==> src/rtl/main_mem_arbiter_pkg.sv <==
// Shared constants and types for the main_mem port arbiter.
// Requester indices match the wiring order used in the system top.
package mem_arb_pkg;

    localparam int MEM_ADDR_W = 8;
    localparam int MEM_DATA_W = 16;

    typedef enum logic [1:0] {
        IDLE    = 2'd0,
        PENDING = 2'd1,
        LOCKED  = 2'd2
    } arb_state_e;

    localparam int REQ_CORE  = 0;
    localparam int REQ_PANEL = 1;
    localparam int REQ_DUMP  = 2;

endpackage

==> src/rtl/main_mem_arbiter_rr_pick.sv <==
// Cyclic priority encoder: first set request at or after ptr_i, wrapping at N.
// ptr_i must be below N; the sum is kept one bit wider so non-power-of-two N wraps exactly.
module rr_pick #(
    parameter  int N  = 3,
    localparam int IW = $clog2(N)
) (
    input  logic [N-1:0]  req_i,
    input  logic [IW-1:0] ptr_i,
    output logic [IW-1:0] win_o,
    output logic          any_o
);

    logic [IW:0]   sum;
    logic [IW-1:0] idx;

    always_comb begin
        win_o = '0;
        any_o = 1'b0;
        sum   = '0;
        idx   = '0;
        for (int i = 0; i < N; i++) begin
            sum = {1'b0, ptr_i} + (IW+1)'(i);
            if (sum >= (IW+1)'(N)) begin
                sum = sum - (IW+1)'(N);
            end
            idx = sum[IW-1:0];
            if (!any_o && req_i[idx]) begin
                any_o = 1'b1;
                win_o = idx;
            end
        end
    end

endmodule

==> src/rtl/main_mem_arbiter.sv <==
// Round-robin arbiter sharing the single main_mem port among NREQ requesters,
// with per-requester lock and one-cycle read-response routing.
module main_mem_arbiter
    import mem_arb_pkg::*;
#(
    parameter  int NREQ   = 3,
    parameter  int ADDR_W = MEM_ADDR_W,
    parameter  int DATA_W = MEM_DATA_W,
    localparam int IW     = $clog2(NREQ)
) (
    input  logic                         clk_i,
    input  logic                         rst_i,
    input  logic [NREQ-1:0]              req_val_i,
    input  logic [NREQ-1:0]              req_wen_i,
    input  logic [NREQ-1:0][ADDR_W-1:0]  req_addr_i,
    input  logic [NREQ-1:0][DATA_W-1:0]  req_wdata_i,
    input  logic [NREQ-1:0]              req_lock_i,
    output logic [NREQ-1:0]              req_rdy_o,
    output logic [NREQ-1:0]              req_rvalid_o,
    output logic [DATA_W-1:0]            req_rdata_o,
    output logic                         mem_val_o,
    output logic                         mem_wen_o,
    output logic [ADDR_W-1:0]            mem_addr_o,
    output logic [DATA_W-1:0]            mem_wdata_o,
    input  logic                         mem_rdy_i,
    input  logic [DATA_W-1:0]            mem_rdata_i,
    output logic [IW-1:0]                owner_o,
    output logic                         busy_o,
    output arb_state_e                   dbg_state_o,
    output logic [IW-1:0]                dbg_rr_ptr_o
);

    // Handshake: a requester raises val and holds val/wen/addr/wdata stable until its
    // req_rdy_o bit is seen high; a transfer happens exactly when mem_val_o && mem_rdy_i.

    arb_state_e    state_q, state_d;
    logic [IW-1:0] owner_q, owner_d;
    logic [IW-1:0] rr_ptr_q, rr_ptr_d;
    logic          rd_pend_q, rd_pend_d;
    logic [IW-1:0] rd_id_q, rd_id_d;

    logic [IW-1:0] pick_win;
    logic          pick_any;
    logic [IW-1:0] fwd_idx;
    logic          fwd_val;
    logic          fwd_wen;
    logic          fire;
    logic [IW-1:0] next_ptr;

    rr_pick #(.N(NREQ)) u_pick (
        .req_i (req_val_i),
        .ptr_i (rr_ptr_q),
        .win_o (pick_win),
        .any_o (pick_any)
    );

    always_comb begin
        fwd_idx  = (state_q == IDLE) ? pick_win : owner_q;
        fwd_val  = !rst_i && ((state_q == IDLE) ? pick_any : req_val_i[owner_q]);
        fwd_wen  = req_wen_i[fwd_idx];
        fire     = fwd_val && mem_rdy_i;
        next_ptr = (fwd_idx == IW'(NREQ-1)) ? '0 : fwd_idx + IW'(1);
    end

    always_comb begin
        state_d   = state_q;
        owner_d   = owner_q;
        rr_ptr_d  = rr_ptr_q;
        rd_pend_d = fire && !fwd_wen;
        rd_id_d   = fire ? fwd_idx : rd_id_q;
        case (state_q)
            IDLE: begin
                if (fwd_val) begin
                    owner_d = pick_win;
                    if (!mem_rdy_i) begin
                        state_d = PENDING;
                    end else if (req_lock_i[pick_win]) begin
                        state_d = LOCKED;
                    end else begin
                        rr_ptr_d = next_ptr;
                    end
                end
            end
            PENDING: begin
                // A dropped val abandons the request without completing it.
                if (!req_val_i[owner_q]) begin
                    state_d = IDLE;
                end else if (mem_rdy_i) begin
                    if (req_lock_i[owner_q]) begin
                        state_d = LOCKED;
                    end else begin
                        state_d  = IDLE;
                        rr_ptr_d = next_ptr;
                    end
                end
            end
            LOCKED: begin
                if (!req_lock_i[owner_q] && (!req_val_i[owner_q] || mem_rdy_i)) begin
                    state_d = IDLE;
                end
            end
            default: state_d = IDLE;
        endcase
    end

    always_ff @(posedge clk_i) begin
        if (rst_i) begin
            state_q   <= IDLE;
            owner_q   <= '0;
            rr_ptr_q  <= '0;
            rd_pend_q <= 1'b0;
            rd_id_q   <= '0;
        end else begin
            state_q   <= state_d;
            owner_q   <= owner_d;
            rr_ptr_q  <= rr_ptr_d;
            rd_pend_q <= rd_pend_d;
            rd_id_q   <= rd_id_d;
        end
    end

    assign mem_val_o   = fwd_val;
    assign mem_wen_o   = fwd_val && fwd_wen;
    assign mem_addr_o  = fwd_val ? req_addr_i[fwd_idx]  : '0;
    assign mem_wdata_o = fwd_val ? req_wdata_i[fwd_idx] : '0;
    assign req_rdy_o   = fire ? (NREQ'(1) << fwd_idx) : '0;

    assign req_rvalid_o = (rd_pend_q && !rst_i) ? (NREQ'(1) << rd_id_q) : '0;
    assign req_rdata_o  = (rd_pend_q && !rst_i) ? mem_rdata_i : '0;

    assign owner_o      = owner_q;
    assign busy_o       = (state_q != IDLE);
    assign dbg_state_o  = state_q;
    assign dbg_rr_ptr_o = rr_ptr_q;

endmodule
==> config.mk <==
export PLATFORM = sky130hd
export DESIGN_NAME = main_mem_arbiter
export DESIGN_NICKNAME = d
export VERILOG_FILES = /design/src/rtl/main_mem_arbiter_pkg.sv /design/src/rtl/main_mem_arbiter_rr_pick.sv /design/src/rtl/main_mem_arbiter.sv
export SDC_FILE = /design/constraint.sdc
export NUM_CORES = 1
export LEC_CHECK = 0
export ABC_AREA = 1
export CORE_ASPECT_RATIO = 1.5
export CORE_MARGIN = 4
export CORE_UTILIZATION = 28
export CTS_BUF_LIST = sky130_fd_sc_hd__clkbuf_16
export DETAILED_ROUTE_END_ITERATION = 6
export PLACE_DENSITY = 0.78
export SYNTH_ARGS = -nofsm -noshare
export SYNTH_HDL_FRONTEND = slang
export SYNTH_SLANG_ARGS = --single-unit
export TNS_END_PERCENT = 5
==> constraint.sdc <==
create_clock -name clk_i -period 2.3 [get_ports clk_i]
set_input_delay 0.46 -clock clk_i [delete_from_list [all_inputs] [get_ports clk_i]]
set_output_delay 0.46 -clock clk_i [all_outputs]
set_load 0.005 [all_outputs]
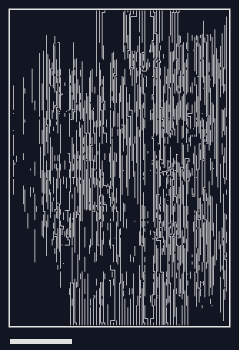
**Above:** run 1 (signal wires on met2).
Bar = 20 µm.
The layer carries 5800 µm of wire. The wires run mostly vertical. The longest straight run is 51.7 µm. The layer holds 53% of the routed length. 560 nets have wire on it.

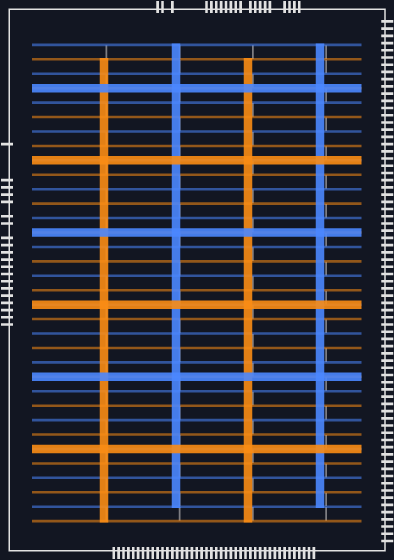
**Above:** run 1 (PDN straps and rails).
Pins as bars on the die edge. Tap cells in gray.
Key: orange = VSS; blue = VDD
The core has 33 rows. 6 straps on met5. 4 straps on met4. 34 met1 rails follow the rows. 155 signal pins sit on the boundary.

==> reports/summary.txt, run 1 <==
worst reg2reg endpoint: dbg_rr_ptr_o[0]$_SDFFE_PP0P_
Syn. warnings: 0
Critical Path End: mem_wdata_o[12]
Crit path largest cell delay: 370 ps
M1 wire length: 3.763 mm
Final ANT Viol Nets: 0
Slew HR: 70.73%
cell taking the most area after synthesis: nand3_1
CP Depth: 14
die height: 101.8 µm
Signal buf overhead: 53.90%
Clk pin slew, worst setup/hold paths: 40 ps
Internal: 4714 µW
Synth mux share: 0%
met2 wire len: 5.800 mm
Hold Path Sink: rd_id_q[1]$_SDFFE_PP0P_
Post-DP HPWL: 6.825 mm
vias in the first global route: 3271
final tally of max-slew violations: 0
RSZ-0062 raised after global routing: yes
Sequential cell area: 187.7 µm²
OpenROAD warning count: 32
die width: 70.52 µm
failing checks: setup timing
Sink Count: 9
CTS Hold Bufs: 0
layout cells sized above 1: 39.10%
Setup violations, final: 32
final worst slack: -665.2 ps
Inverters, non-clock: 42
combinational power: 8270 µW
Post-Syn Nets: 399
outcome: finished, violations left
grt met1 use: 29.76%
met3 Usage GRT: 6.653%
Net Sw Frac: 47.01%
ys cells: 295
period utilization: 128.9%
dominant logic cell type in the layout: clkdlybuf4s50_1
static leakage: 0.002062 µW
routability cong.: 1.013
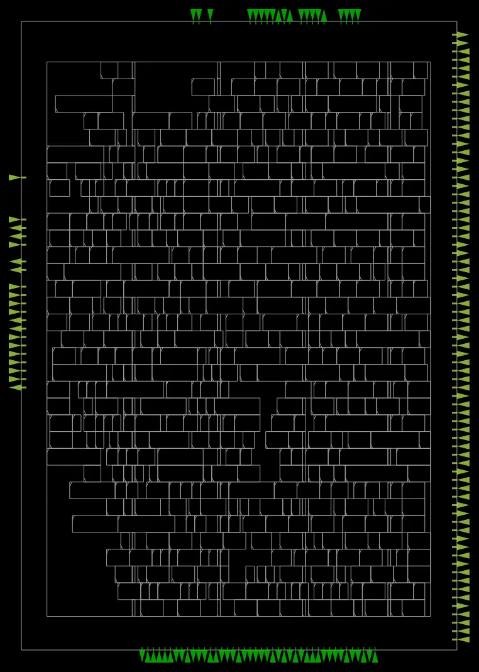
**Above:** run 1 (placement view).
sequential cell area share: 4.151%
Flops: 9
Fillers: 333
# rows: 33
core region area: 5574 µm²

**Run 1: clock network drawn from the DEF**

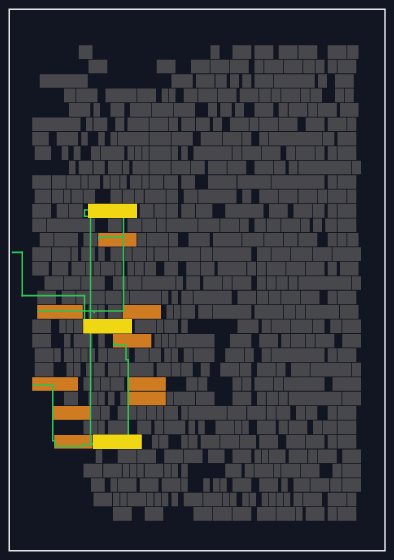

==> run 2, diff against run 1 <==
TNS_END_PERCENT = 10   (was 5)
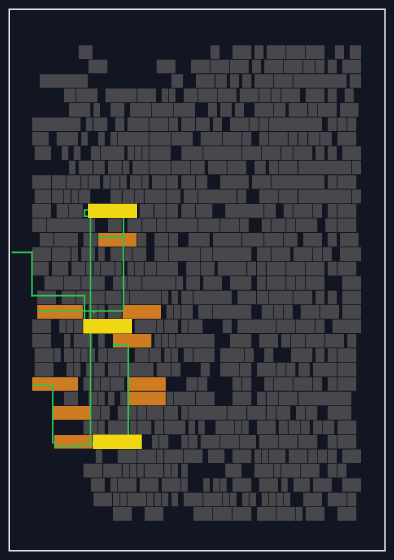
**Above:** run 2 (clock network drawn from the DEF).
Key: green = clock wires [length 176 µm]; yellow = clock drivers [count 3]; orange = flip-flops [count 9]
There are 4 routed clock nets.
P_clk: 317 µW
Clock power frac: 3.6%
worst clock skew: 1.123 ps

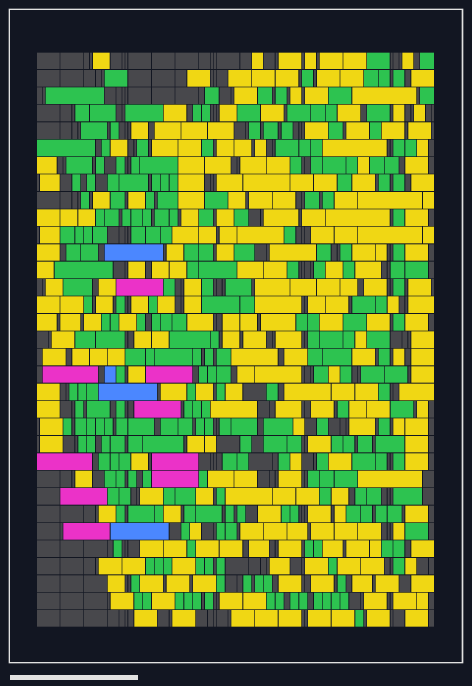
**Above:** run 2 (placement by cell class).
Bar = 20 µm. Fill, decap, tap and diode cells in gray.
Key: yellow = remaining buffers and delay cells [cells 247, share of their area 56%]; magenta = sequential cells [cells 9, share of their area 4.3%]; blue = clock drivers and dummy loads [cells 4, share of their area 1.8%]; green = combinational and other logic [cells 271, share of their area 38%]

==> run 2 against run 1 <==
Against the previous run:
- the run still ends with setup timing left
- cell count down 0.17%
- critical path depth unchanged
- sequential cell count unchanged
- clock skew about the same
- final area down 1.5%
- combinational power down 2%
- non-clock buffer count down 1
- sequential power about the same
- via count about the same
- first-iteration DRC count down 22%
==> reports/summary.txt, run 2 <==
OpenROAD warning count: 32
ys cells: 295
Net Sw Frac: 46.92%
met3 Usage GRT: 7.547%
Synth mux share: 0%
dominant logic cell type in the layout: clkdlybuf4s50_1
Signal buf overhead: 54.61%
met2 wire len: 5.784 mm
CP Depth: 14
Post-DP HPWL: 6.825 mm
routability cong.: 1.013
static leakage: 0.002044 µW
Internal: 4633 µW
Clk pin slew, worst setup/hold paths: 40 ps
final worst slack: -725.8 ps
Crit path largest cell delay: 390 ps
Fillers: 358
Flops: 9
cell taking the most area after synthesis: nand3_1
outcome: finished, violations left
Critical Path End: mem_addr_o[7]
Setup violations, final: 32
grt met1 use: 29.35%
layout cells sized above 1: 38.23%
die width: 70.52 µm
Inverters, non-clock: 42
failing checks: setup timing
M1 wire length: 3.707 mm
die height: 101.8 µm
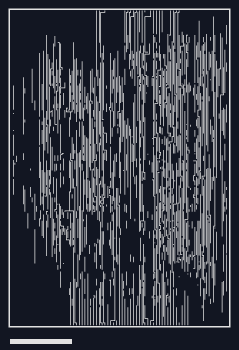
**Above:** run 2 (signal wires on met2).
Bar = 20 µm.
via count: 3234
M2 GR Usage: 54.47%
WL final: 11.21 mm

Power is estimated from default activity; no workload was simulated.
